--- config.mk ---
export PLATFORM = sky130hd
export DESIGN_NAME = dm_hart_ctl_flat
export DESIGN_NICKNAME = d
export VERILOG_FILES = /design/src/rtl/dm_hart_ctl_if.sv /design/src/rtl/dm_hart_ctl.sv /design/src/flat_wrapper.sv
export SDC_FILE = /design/constraint.sdc
export NUM_CORES = 1
export LEC_CHECK = 0
export CAP_MARGIN = 20
export CORE_MARGIN = 10
export CORE_UTILIZATION = 46
export DETAILED_ROUTE_END_ITERATION = 12
export PLACE_DENSITY = 0.94
export SYNTH_ARGS = -nofsm -noshare
export SYNTH_HDL_FRONTEND = slang
export SYNTH_SLANG_ARGS = --single-unit
--- constraint.sdc ---
create_clock -name clk -period 4.5 [get_ports clk]
set_clock_uncertainty 0.05 [all_clocks]
set_input_delay 0.9 -clock clk [delete_from_list [all_inputs] [get_ports clk]]
set_output_delay 0.9 -clock clk [all_outputs]
set_load 0.05 [all_outputs]
--- src/rtl/dm_hart_ctl_if.sv ---
// Debug-module run-control signal bundle: the DMI-side DMCONTROL write strobe,
// the hart's halt/reset indications, and the run-control outputs.
interface dm_hart_ctl_if;
  logic        dmcontrol_write;
  logic [31:0] dmcontrol_wdata;
  logic        hart_halted;
  logic        hart_reset;
  logic        halt_req;
  logic        resume_req;
  logic        dmactive;
  logic        ndmreset;
  logic        haltreq_rb;
  logic        st_halted;
  logic        st_running;
  logic        st_resumeack;
  logic        st_havereset;
  logic        resume_err;

  modport master (
    output dmcontrol_write, dmcontrol_wdata, hart_halted, hart_reset,
    input  halt_req, resume_req, dmactive, ndmreset, haltreq_rb,
           st_halted, st_running, st_resumeack, st_havereset, resume_err
  );

  modport slave (
    input  dmcontrol_write, dmcontrol_wdata, hart_halted, hart_reset,
    output halt_req, resume_req, dmactive, ndmreset, haltreq_rb,
           st_halted, st_running, st_resumeack, st_havereset, resume_err
  );
endinterface

--- src/rtl/dm_hart_ctl.sv ---
// Debug Module run control for a single hart: DMCONTROL halt/resume bits,
// halt/resume handshake with the hart, and DMSTATUS run-control fields.
module dm_hart_ctl #(
  parameter int unsigned RESUME_TIMEOUT = 1024
) (
  input logic          clk,
  input logic          rst,
  dm_hart_ctl_if.slave dm
);

  localparam int unsigned CNT_W    = (RESUME_TIMEOUT > 1) ? $clog2(RESUME_TIMEOUT) : 1;
  localparam logic [CNT_W-1:0] CNT_LAST = CNT_W'(RESUME_TIMEOUT - 1);
  localparam int unsigned B_HALTREQ   = 31;
  localparam int unsigned B_RESUMEREQ = 30;
  localparam int unsigned B_ACKHAVERST = 28;
  localparam int unsigned B_NDMRESET  = 1;
  localparam int unsigned B_DMACTIVE  = 0;

  typedef enum logic [1:0] {
    ST_RUNNING  = 2'd0,
    ST_HALTED   = 2'd1,
    ST_RESUMING = 2'd2
  } state_e;

  state_e           state_q, state_d;
  logic [CNT_W-1:0] cnt_q, cnt_d;
  logic dmactive_q, dmactive_d;
  logic haltreq_q, haltreq_d;
  logic ndmreset_q, ndmreset_d;
  logic resumeack_q, resumeack_d;
  logic resume_err_q, resume_err_d;
  logic havereset_q, havereset_d;
  logic st_halted_q, st_halted_d;
  logic st_running_q, st_running_d;

  logic wr_active, wr_deact, resume_cmd;
  logic wdata_unused;

  assign wdata_unused = ^{dm.dmcontrol_wdata[29], dm.dmcontrol_wdata[27:2]};

  always_ff @(posedge clk) begin
    if (rst) begin
      state_q      <= ST_RUNNING;
      cnt_q        <= '0;
      dmactive_q   <= 1'b0;
      haltreq_q    <= 1'b0;
      ndmreset_q   <= 1'b0;
      resumeack_q  <= 1'b0;
      resume_err_q <= 1'b0;
      havereset_q  <= 1'b1;
      st_halted_q  <= 1'b0;
      st_running_q <= 1'b0;
    end else begin
      state_q      <= state_d;
      cnt_q        <= cnt_d;
      dmactive_q   <= dmactive_d;
      haltreq_q    <= haltreq_d;
      ndmreset_q   <= ndmreset_d;
      resumeack_q  <= resumeack_d;
      resume_err_q <= resume_err_d;
      havereset_q  <= havereset_d;
      st_halted_q  <= st_halted_d;
      st_running_q <= st_running_d;
    end
  end

  always_comb begin
    state_d      = state_q;
    cnt_d        = cnt_q;
    dmactive_d   = dmactive_q;
    haltreq_d    = haltreq_q;
    ndmreset_d   = ndmreset_q;
    resumeack_d  = resumeack_q;
    resume_err_d = resume_err_q;
    havereset_d  = havereset_q;

    // Control bits are only accepted once the module is already active.
    wr_active  = dm.dmcontrol_write & dmactive_q & dm.dmcontrol_wdata[B_DMACTIVE];
    wr_deact   = dm.dmcontrol_write & ~dm.dmcontrol_wdata[B_DMACTIVE];
    resume_cmd = wr_active & dm.dmcontrol_wdata[B_RESUMEREQ] & ~dm.dmcontrol_wdata[B_HALTREQ];

    if (dm.dmcontrol_write & dm.dmcontrol_wdata[B_DMACTIVE]) dmactive_d = 1'b1;
    if (wr_active) begin
      haltreq_d  = dm.dmcontrol_wdata[B_HALTREQ];
      ndmreset_d = dm.dmcontrol_wdata[B_NDMRESET];
      if (dm.dmcontrol_wdata[B_ACKHAVERST]) havereset_d = 1'b0;
    end
    if (dm.hart_reset) havereset_d = 1'b1;

    case (state_q)
      ST_RUNNING: begin
        if (dm.hart_halted) state_d = ST_HALTED;
      end
      ST_HALTED: begin
        if (resume_cmd) begin
          resumeack_d = 1'b0;
          cnt_d       = '0;
          state_d     = ST_RESUMING;
        end else if (!dm.hart_halted) begin
          state_d = ST_RUNNING;
        end
      end
      ST_RESUMING: begin
        if (!dm.hart_halted) begin
          resumeack_d = 1'b1;
          state_d     = ST_RUNNING;
        end else if (cnt_q == CNT_LAST) begin
          resume_err_d = 1'b1;
          state_d      = ST_HALTED;
        end else if (cnt_q != '1) begin
          cnt_d = cnt_q + CNT_W'(1);
        end
      end
      default: state_d = ST_RUNNING;
    endcase

    // A hart reset aborts any handshake in flight; haltreq stays as written.
    if (dm.hart_reset) begin
      state_d = dm.hart_halted ? ST_HALTED : ST_RUNNING;
      cnt_d   = '0;
    end

    if (wr_deact) begin
      dmactive_d   = 1'b0;
      haltreq_d    = 1'b0;
      ndmreset_d   = 1'b0;
      resumeack_d  = 1'b0;
      resume_err_d = 1'b0;
      cnt_d        = '0;
      state_d      = ST_RUNNING;
    end

    st_halted_d  = dmactive_d & dm.hart_halted;
    st_running_d = dmactive_d & ~dm.hart_halted;
  end

  // halt_req is never raised while the hart is already halted or being resumed.
  assign dm.halt_req     = dmactive_q & haltreq_q & ~dm.hart_halted & (state_q != ST_RESUMING);
  assign dm.resume_req   = dmactive_q & (state_q == ST_RESUMING);
  assign dm.dmactive     = dmactive_q;
  assign dm.ndmreset     = ndmreset_q;
  assign dm.haltreq_rb   = haltreq_q;
  assign dm.st_halted    = st_halted_q;
  assign dm.st_running   = st_running_q;
  assign dm.st_resumeack = resumeack_q;
  assign dm.st_havereset = havereset_q;
  assign dm.resume_err   = resume_err_q;

endmodule
--- src/flat_wrapper.sv ---
// flat-port wrapper written by rule: the top's interface ports become plain ports
module dm_hart_ctl_flat 
#(
  parameter int unsigned RESUME_TIMEOUT = 1024
)
  (clk, rst, dm_dmcontrol_write, dm_dmcontrol_wdata, dm_hart_halted, dm_hart_reset, dm_halt_req, dm_resume_req, dm_dmactive, dm_ndmreset, dm_haltreq_rb, dm_st_halted, dm_st_running, dm_st_resumeack, dm_st_havereset, dm_resume_err);
  dm_hart_ctl_if dm_i ();
  input logic clk;
  input logic rst;
  input wire logic [$bits(dm_i.dmcontrol_write)-1:0] dm_dmcontrol_write;
  input wire logic [$bits(dm_i.dmcontrol_wdata)-1:0] dm_dmcontrol_wdata;
  input wire logic [$bits(dm_i.hart_halted)-1:0] dm_hart_halted;
  input wire logic [$bits(dm_i.hart_reset)-1:0] dm_hart_reset;
  output wire logic [$bits(dm_i.halt_req)-1:0] dm_halt_req;
  output wire logic [$bits(dm_i.resume_req)-1:0] dm_resume_req;
  output wire logic [$bits(dm_i.dmactive)-1:0] dm_dmactive;
  output wire logic [$bits(dm_i.ndmreset)-1:0] dm_ndmreset;
  output wire logic [$bits(dm_i.haltreq_rb)-1:0] dm_haltreq_rb;
  output wire logic [$bits(dm_i.st_halted)-1:0] dm_st_halted;
  output wire logic [$bits(dm_i.st_running)-1:0] dm_st_running;
  output wire logic [$bits(dm_i.st_resumeack)-1:0] dm_st_resumeack;
  output wire logic [$bits(dm_i.st_havereset)-1:0] dm_st_havereset;
  output wire logic [$bits(dm_i.resume_err)-1:0] dm_resume_err;
  assign dm_i.dmcontrol_write = dm_dmcontrol_write;
  assign dm_i.dmcontrol_wdata = dm_dmcontrol_wdata;
  assign dm_i.hart_halted = dm_hart_halted;
  assign dm_i.hart_reset = dm_hart_reset;
  assign dm_halt_req = dm_i.halt_req;
  assign dm_resume_req = dm_i.resume_req;
  assign dm_dmactive = dm_i.dmactive;
  assign dm_ndmreset = dm_i.ndmreset;
  assign dm_haltreq_rb = dm_i.haltreq_rb;
  assign dm_st_halted = dm_i.st_halted;
  assign dm_st_running = dm_i.st_running;
  assign dm_st_resumeack = dm_i.st_resumeack;
  assign dm_st_havereset = dm_i.st_havereset;
  assign dm_resume_err = dm_i.resume_err;
  dm_hart_ctl #(.RESUME_TIMEOUT(RESUME_TIMEOUT)) u_core (.clk(clk), .rst(rst), .dm(dm_i));
endmodule
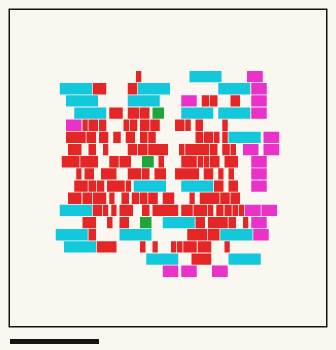
**Above:** run 1 (placed cells, one colour a class).
Bar = 20 um.
[clock-net drivers] green | cells: 3
[remaining buffers and delay cells] magenta | cells: 19
[registers] cyan | cells: 20
[remaining logic cells] red | cells: 114
Design Area, Final: 0.00139 mm^2
Core Area: 0.00245 mm^2

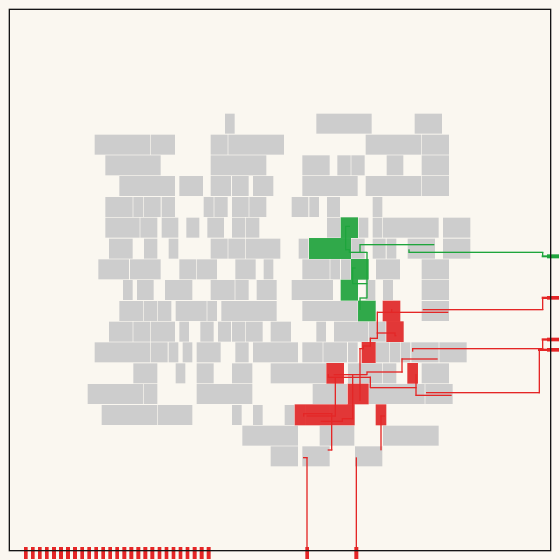
**Above:** run 1 (I/O nets highlighted).
[`dm_hart_reset`] green | bits: 1 | direction: input | edge: right | end cells: 5 | buffers: 1 | wire: 48.6 um
[`dm_dmcontrol_wdata`] red | bits: 32 | direction: input | edge: 29 bottom, 3 right | end cells: 10 | buffers: 5 | wire: 178 um
I/O pin total: 47
port bufs: 19

==> GITHUB_STEP_SUMMARY, run 1 <==
## Implementation flow summary

| Metric | Value |
|---|---|
| Outcome | finished, final reports clean |
| Simple-Gate Area Share | 27.9% |
| Worst vdd ir | 0.159 mV |
| Commonest cells after routing, fill and taps aside | dfxtp_1 (20), clkdlybuf4s50_1 (19), nand2_1 (16) |
| DRC violations left | 0 |
| First-pass GRT wire length | 5020 um |
| Top_reg_cell synth | dfxtp_1 |
| Final layout net count | 200 |
| Buffering overhead | 13.7% |
| Final clock-cell share | 1.62% |
| Post-CTS sizing | 0 |
| Area leader, netlist | dfxtp_1 |
| DRT iter0 DRCs | 116 |
| Syn Area/Cell | 8.55 um^2 |
| Cells along the critical path | clkdlybuf4s50_1, inv_1, and4_1, clkdlybuf4s50_1 |
| Late-Pin Clk Latency | 0.29 ns |
| Nonclk inv count | 7 |
| Sequential fraction of the synthesis area | 33.9% |
| Post-synth top cells | dfxtp_1 (20), nand2_1 (16), a31oi_1 (9), nor2_1 (8), inv_1 (7) |
| Worst flop-to-flop path startpoint | u_core.state_q[0]$_SDFFE_PP0P_ |
| Root Driver | clkbuf_4 |
| Final Setup Violations | 0 |
| Post-place setup slack | 0.810 ns |
| Largest stage delay, worst path | 0.80 ns |
| CP max FO | 12 |
| Ratio of cells with drive above 1 in the final layout | 8.97% |
| Synth Instances | 138 |
| Max-area cell class | multi-input combinational cells |
| Mapped Area | 0.00118 mm^2 |
| Flops | 20 |
| Asr flop ratio synth | 0% |
| Crit-path leading delay family | buffers and inverters |
| # placed instances | 183 |
| CP startpoint kind | primary input |
| Fp_density | 48.1% |
| Postcts setup bufs | 0 |
| Post-synth EDFFs | 0 |
| Synth Register Bits | 20 |
| Final worst setup slack | 0.788 ns |
| WS Path Type | primary input to output port |
| Die width | 70.6 um |
| Highest clock rate | 269 MHz |
| TritonRoute pass-1 iters | 4 |
| Floorplan net count | 180 |
| Main logic family after synthesis | simple AND/OR/NAND/NOR gates |
| Sequential share of cell area | 28.8% |
| Clock network power | 81.4 uW |
| Hold endpoint | u_core.dm.st_havereset$_SDFFE_PP1P_ |
| Comb power frac | 16.0% |
| CP Data Arrival Time | 2.76 ns |
| Hold Violations, Final | 0 |
| Switching Fraction | 26.5% |
| Maxcap violations | 0 |
| Chip Area | 0.00499 mm^2 |
| WP depth | 4 |
| CTS clk-pin slew, worst paths | 0.10 ns |
| Final Slew Violations | 0 |
| Ys cells | 138 |
| Worst R2R End | u_core.cnt_q[0]$_SDFFE_PP0P_ |
| Initial antenna violation count | 0 |
| Min Tclk post-route | 3.71 ns |
| Hold WC Path Type | flop to flop |
| Sinks on Clock Net | 20 |
| Relative max-transition margin | 65.7% |
| Slowest library cell on the worst path | clkdlybuf4s50_1 |
| TritonCTS buffer count | 3 |
| Non-clk bufs | 19 |
| Vias in the first global route | 1,087 |
| Number of OpenROAD warnings | 56 |
| Most used cell, CP | clkdlybuf4s50_1 |
| Pwr/cell area | 228 mW/mm^2 |
| Xor+xnor area frac | 0% |
| Mux frac, synth | 3.08% |
| Tap Count | 30 |
| Max-area cell share | 33.9% |
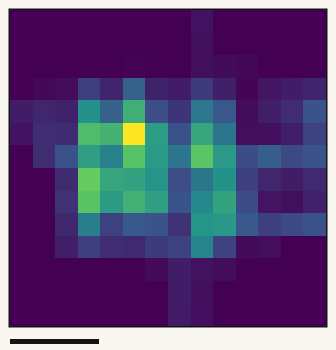
**Above:** run 1 (routed metal per tile).
Bar = 20 um. 14 x 14 tiles, from dark purple (low) to yellow (high), scaled to the fullest tile. Values are wire area over tile area, all layers added.
densest ninth of the die: middle
tiles over half the peak: 12%
mean over tiles: 0.097
fullest tile: 0.66
nearly empty tiles: 43%
DR WL/cell: 16.0 um
drt total wl: 2970 um
Total GRT Usage: 11.7%
via count: 1,153

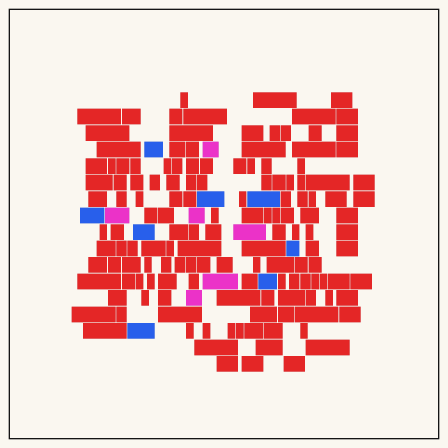
**Above:** run 1 (cells by drive strength).
[x1 and smaller] red | cells: 142 | share: 91%
[x3 and x4] magenta | cells: 6 | share: 3.8%
[x2] blue | cells: 8 | share: 5.1%

run 1: flip-flops by register name, indices dropped and copies added, names as in the netlist:
signal,cells
u_core.dm.st_resumeack,1
u_core.state_q,2
u_core.dm.st_running,1
u_core.dm.st_halted,1
u_core.dm.resume_err,1
u_core.dm.st_havereset,1
u_core.cnt_q,10
u_core.dm.haltreq_rb,1
u_core.dm.ndmreset,1
u_core.dm.dmactive,1
run 1: layer usage:
| metal | up-vias | part of all wire (%) | global-route usage [%] |
|---|---|---|---|
| met4 | 0 | 1.3 | 3.44 |
| met5 | - | 0 | 0 |
| met3 | 6 | 7.7 | 2.51 |
| met2 | 57 | 50 | 20.5 |
| li1 | 555 | - | - |
| met1 | 535 | 41 | 13.9 |
==> inputs of run 2 (changes only) <==
--- a/config.mk
+++ b/config.mk
@@ -7,9 +7,9 @@
 export LEC_CHECK = 0
 export CAP_MARGIN = 20
 export CORE_MARGIN = 10
-export CORE_UTILIZATION = 46
+export CORE_UTILIZATION = 39
 export DETAILED_ROUTE_END_ITERATION = 12
-export PLACE_DENSITY = 0.94
+export PLACE_DENSITY = 0.86
 export SYNTH_ARGS = -nofsm -noshare
 export SYNTH_HDL_FRONTEND = slang
 export SYNTH_SLANG_ARGS = --single-unit
==> constraint.sdc (replaced) <==
create_clock -name clk -period 3.35 [get_ports clk]
set_clock_uncertainty 0.05 [all_clocks]
set_input_delay 0.67 -clock clk [delete_from_list [all_inputs] [get_ports clk]]
set_output_delay 0.67 -clock clk [all_outputs]
set_load 0.05 [all_outputs]
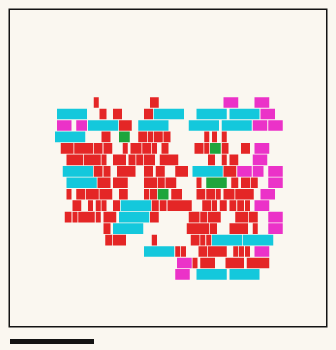
**Above:** run 2 (placed cells, one colour a class).
Bar = 20 um.
[clock drivers and dummy loads] green | cells: 4
[registers] cyan | cells: 20
[remaining buffers and delay cells] magenta | cells: 20
[remaining logic cells] red | cells: 114

==> run 2 against run 1 <==
Utilization shrank 6.8 points; clock power grew 78%; critical path depth is the same; routed wire length grew 4.5%.
==> GITHUB_STEP_SUMMARY, run 2 <==
## Implementation flow summary

| Metric | Value |
|---|---|
| Post-CTS sizing | 0 (unchanged) |
| Post-place setup slack | 0.890 ns (was 0.810 ns) |
| Initial antenna violation count | 0 (unchanged) |
| Ys cells | 138 (unchanged) |
| Pwr/cell area | 328 mW/mm^2 (was 228 mW/mm^2) |
| Ratio of cells with drive above 1 in the final layout | 10.8% (was 8.97%) |
| Number of OpenROAD warnings | 56 (unchanged) |
| Post-synth top cells | dfxtp_1 (20), nand2_1 (16), a31oi_1 (9), nor2_1 (8), inv_1 (7) (unchanged) |
| Synth Instances | 138 (unchanged) |
| CP Data Arrival Time | 2.09 ns (was 2.76 ns) |
| Worst vdd ir | 0.266 mV (was 0.159 mV) |
| Chip Area | 0.00563 mm^2 (was 0.00499 mm^2) |
| Synth Register Bits | 20 (unchanged) |
| Maxcap violations | 0 (unchanged) |
| Root Driver | clkbuf_4 (unchanged) |
| Cells along the critical path | inv_1, ha_1, and2_1, clkdlybuf4s50_1 (was clkdlybuf4s50_1, inv_1, and4_1, clkdlybuf4s50_1) |
| Mux frac, synth | 3.08% (unchanged) |
| Peak-usage layer in the global routing report | met2 (unchanged) |
| DR WL/cell | 16.4 um (was 16.0 um) |
| M3 GR Usage | 3.68% (was 2.51%) |
| Via count | 1,149 (was 1,153) |
| Wire length on met3 | 220 um (was 230 um) |
| Max-area cell share | 33.9% (unchanged) |
| CP max FO | 8 (was 12) |
| Sinks on Clock Net | 20 (unchanged) |
| Met2 wire len | 1420 um (was 1490 um) |
| Mapped Area | 0.00118 mm^2 (unchanged) |
| Crit-path leading delay family | buffers and inverters (unchanged) |
| I/O pin total | 47 (unchanged) |
| Largest stage delay, worst path | 0.80 ns (about the same) |
| HPWL after DPL | 2380 um (was 2300 um) |
| Design Area, Final | 0.00141 mm^2 (was 0.00139 mm^2) |
| Main logic family after synthesis | simple AND/OR/NAND/NOR gates (unchanged) |
| Port bufs | 19 (unchanged) |
| Slowest library cell on the worst path | clkdlybuf4s50_1 (unchanged) |
| First-pass GRT wire length | 5350 um (was 5020 um) |
| Top_reg_cell synth | dfxtp_1 (unchanged) |
| Final Slew Violations | 0 (unchanged) |
| Sequential fraction of the synthesis area | 33.9% (unchanged) |
| Hold WC Path Type | flop to flop (unchanged) |
| TritonCTS buffer count | 3 (unchanged) |
| GR Layer Usage met2 | 20.0% (was 20.5%) |
| Final Setup Violations | 0 (unchanged) |
| Xor+xnor area frac | 0% (unchanged) |
| Drt total wl | 3110 um (was 2970 um) |
| Post-synth EDFFs | 0 (unchanged) |
| DRT iter0 DRCs | 81 (was 116) |
| Biggest register | u_core.cnt_q (unchanged) |
| Highest clock rate | 355 MHz |
| Switching Fraction | 26.9% (was 26.5%) |
| Die width | 75.0 um (was 70.6 um) |
| DRC violations left | 0 (unchanged) |
| M1 WL | 1440 um (was 1220 um) |
| Final layout net count | 201 (was 200) |
| Outcome | finished, final reports clean (unchanged) |
| Final worst setup slack | 0.536 ns (was 0.788 ns) |
| WS Path Type | flop to output port (was primary input to output port) |
| Relative max-transition margin | 64.9% (was 65.7%) |
| Clock network power | 145 uW (was 81.4 uW) |
| Top Metal Used | met4 (unchanged) |
| Hold Violations, Final | 0 (unchanged) |
| Worst flop-to-flop path startpoint | u_core.state_q[0]$_SDFFE_PP0P_ (unchanged) |
| GRT overflow | 0 (unchanged) |
| Vias in the first global route | 1,123 (was 1,087) |
| Comb power frac | 15.1% (was 16.0%) |
| Total GRT Usage | 11.9% (was 11.7%) |
| Commonest cells after routing, fill and taps aside | dfxtp_1 (20), clkdlybuf4s50_1 (18), nand2_1 (16) (was dfxtp_1 (20), clkdlybuf4s50_1 (19), nand2_1 (16)) |
| CP Capture Type | output port (unchanged) |
| ANT cells | 0 (unchanged) |
| CP startpoint kind | flop (was primary input) |
| Area leader, netlist | dfxtp_1 (unchanged) |
| Largest net degree at the start of global routing | 12 (was 13) |
| TritonRoute pass-1 iters | 5 (was 4) |
| Late-Pin Clk Latency | 0.31 ns (was 0.29 ns) |
| Core Area | 0.00283 mm^2 (was 0.00245 mm^2) |
| Largest regs | u_core.cnt_q (10), u_core.state_q (2) (unchanged) |
| Simple-Gate Area Share | 27.9% (unchanged) |
| CP bufs+invs | 2 (was 3) |
| CTS clk-pin slew, worst paths | 0.11 ns (was 0.10 ns) |
| # placed instances | 185 (was 183) |
| Number of flip-flops under the largest register name | 10 (unchanged) |
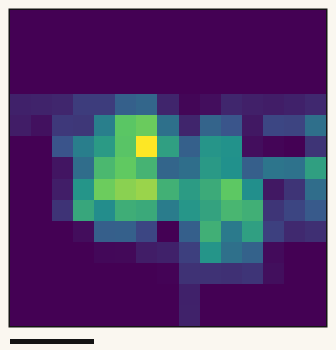
**Above:** run 2 (routed metal per tile).
Bar = 20 um. 15 x 15 tiles, from dark purple (low) to yellow (high), scaled to the fullest tile. Values are wire area over tile area, all layers added.
tiles over half the peak: 14%
mean over tiles: 0.089
nearly empty tiles: 53%

[run 2: cell types whose count changed in the layout (fill, tap and decap cells not counted)]
cell	change
buf_4	+2
clkbuf_8	+1
clkdlybuf4s50_1	-1
[run 2: cell type report]
class	instances	area [um^2]	area share, %
multi-input cells	107	714	50.6
flip-flops and latches	20	400	28.4
repair buffers	20	195	13.8
well taps	31	38.8	2.75
clock buffers	4	36.3	2.57
inverters	7	26.3	1.86
[run 2: path summary, 6_finish.rpt]
check,to,slack [ns],cells after the start
max,dm_resume_req,0.54,4
min,u_core.dm.st_havereset$_SDFFE_PP1P_,0.41,2
max reg2reg,u_core.cnt_q[0]$_SDFFE_PP0P_,1.45,6
min reg2reg,u_core.dm.st_havereset$_SDFFE_PP1P_,0.41,2
==> inputs of run 3 (changes only) <==
==> constraint.sdc (replaced) <==
create_clock -name clk -period 2.3 [get_ports clk]
set_clock_uncertainty 0.05 [all_clocks]
set_input_delay 0.46 -clock clk [delete_from_list [all_inputs] [get_ports clk]]
set_output_delay 0.46 -clock clk [all_outputs]
set_load 0.05 [all_outputs]
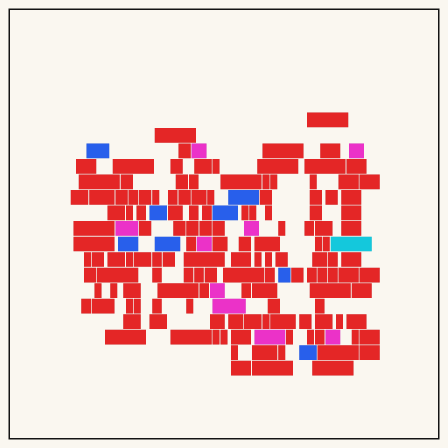
**Above:** run 3 (cells by drive strength).
[x3 and x4] magenta | cells: 9 | share: 5.7%
[x2] blue | cells: 8 | share: 5.1%
[x1 and smaller] red | cells: 140 | share: 89%
[x6 and larger] cyan | cells: 1 | share: 0.63%
final worst setup slack: 0.0894 ns
Area growth syn-to-layout: 19.9%
Non-clk bufs: 21

==> run 3 against run 2 <==
Routed wire length increased by 0.39%; final area increased by 0.27%; hold slack worse by 0.0038 ns; synthesized area unchanged; sequential power grew 45%; sequential share of layout area decreased by 0.075 points; largest power group unchanged; flip-flop count is the same; critical path type is now primary input to output port; largest cell class unchanged.
==> GITHUB_STEP_SUMMARY, run 3 <==
## Implementation flow summary

| Metric | Value |
|---|---|
| Outcome | finished, final reports clean (unchanged) |
| M1 WL | 1420 um (was 1440 um) |
| Hold endpoint | u_core.dm.st_havereset$_SDFFE_PP1P_ (unchanged) |
| Global Route met1 Usage | 14.4% (about the same) |
| Largest net degree at the start of global routing | 11 (was 12) |
| Flop2flop setup slack | 0.40 ns (was 1.45 ns) |
| Postcts setup bufs | 0 (unchanged) |
| Post-synth top cells | dfxtp_1 (20), nand2_1 (16), a31oi_1 (9), nor2_1 (8), inv_1 (7) (unchanged) |
| Hold Path Depth | 2 (unchanged) |
| Final Slew Violations | 0 (unchanged) |
| Hold WC Path Type | flop to flop (unchanged) |
| Switching Fraction | 27.4% (was 26.9%) |
| WP depth | 4 (unchanged) |
| Simple-Gate Area Share | 27.9% (unchanged) |
| GR Layer Usage met2 | 19.5% (was 20.0%) |
| Met2 wire len | 1430 um (was 1420 um) |
| TritonCTS buffer count | 3 (unchanged) |
| Area leader, netlist | dfxtp_1 (unchanged) |
| M3 GR Usage | 3.55% (was 3.68%) |
| TritonRoute pass-1 iters | 4 (was 5) |
| Wire length on met3 | 243 um (was 220 um) |
| Highest clock rate | 452 MHz |
| Sinks on Clock Net | 20 (unchanged) |
| Drt total wl | 3120 um (was 3110 um) |
| Final Setup Violations | 0 (unchanged) |
| Floorplan net count | 180 (unchanged) |
| Initial antenna violation count | 0 (unchanged) |
| CP bufs+invs | 3 (was 2) |
| I/O pin total | 47 (unchanged) |
| CTS clk-pin slew, worst paths | 0.11 ns (about the same) |
| Commonest cells after routing, fill and taps aside | dfxtp_1 (20), clkdlybuf4s50_1 (17), nand2_1 (16) (was dfxtp_1 (20), clkdlybuf4s50_1 (18), nand2_1 (16)) |
| Biggest register | u_core.cnt_q (unchanged) |
| Largest regs | u_core.cnt_q (10), u_core.state_q (2) (unchanged) |
| Reg2Reg Depth | 6 (unchanged) |
| Relative max-transition margin | 65.3% (was 64.9%) |
| Slowest library cell on the worst path | clkdlybuf4s50_1 (unchanged) |
| Synth Instances | 138 (unchanged) |
| WS Path Type | primary input to output port (was flop to output port) |
| CP max FO | 10 (was 8) |
| Mux frac, synth | 3.08% (unchanged) |
| Main logic family after synthesis | simple AND/OR/NAND/NOR gates (unchanged) |
| Hold Violations, Final | 0 (unchanged) |
| Crit-path leading delay family | buffers and inverters (unchanged) |
| Number of flip-flops under the largest register name | 10 (unchanged) |
| CP Data Arrival Time | 1.70 ns (was 2.09 ns) |
| Cells along the critical path | clkdlybuf4s50_1, inv_1, and4_1, buf_12 (was inv_1, ha_1, and2_1, clkdlybuf4s50_1) |
| DRT iter0 DRCs | 57 (was 81) |
| Root Driver | clkbuf_4 (unchanged) |
| Top Metal Used | met4 (unchanged) |
| Syn Area/Cell | 8.55 um^2 (unchanged) |
| ANT cells | 0 (unchanged) |
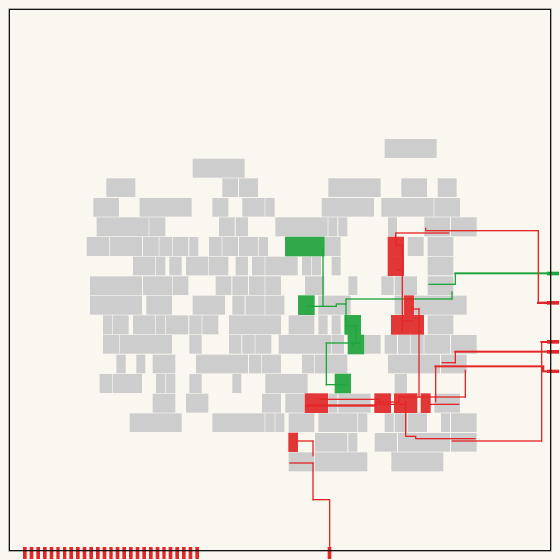
**Above:** run 3 (I/O nets highlighted).
[`dm_dmcontrol_wdata`] red | bits: 32 | direction: input | edge: 28 bottom, 4 right | end cells: 10 | buffers: 5 | wire: 210 um
[`dm_hart_reset`] green | bits: 1 | direction: input | edge: right | end cells: 5 | buffers: 1 | wire: 69.1 um

==> run 3: cell counts after synthesis <==
No cell type changed its count.
==> run 3: through the flow <==
step | utilization (%) | hold slack (ns) | setup slack [ns] | instances
after CTS | 50.0 | 0.403 | 0.111 | 189
after global routing | 50.0 | 0.412 | 0.0234 | 189
after floorplan | - | 0.397 | 0.516 | 138
after detailed placement | 49.2 | 0.385 | 0.0582 | 186
final | 50.0 | 0.402 | 0.0894 | 189
after global placement | 49.2 | 0.383 | 0.109 | 186
==> run 3: cell type report <==
| cell class | count | share of cell area [%] |
|---|---|---|
| multi-input cells | 107 | 50.5 |
| repair buffers | 21 | 15.0 |
| inverters | 7 | 1.86 |
| clock buffers | 3 | 1.59 |
| well taps | 31 | 2.74 |
| flip-flops and latches | 20 | 28.3 |
Power figures rest on the tool's default switching activity, not on a simulated workload.
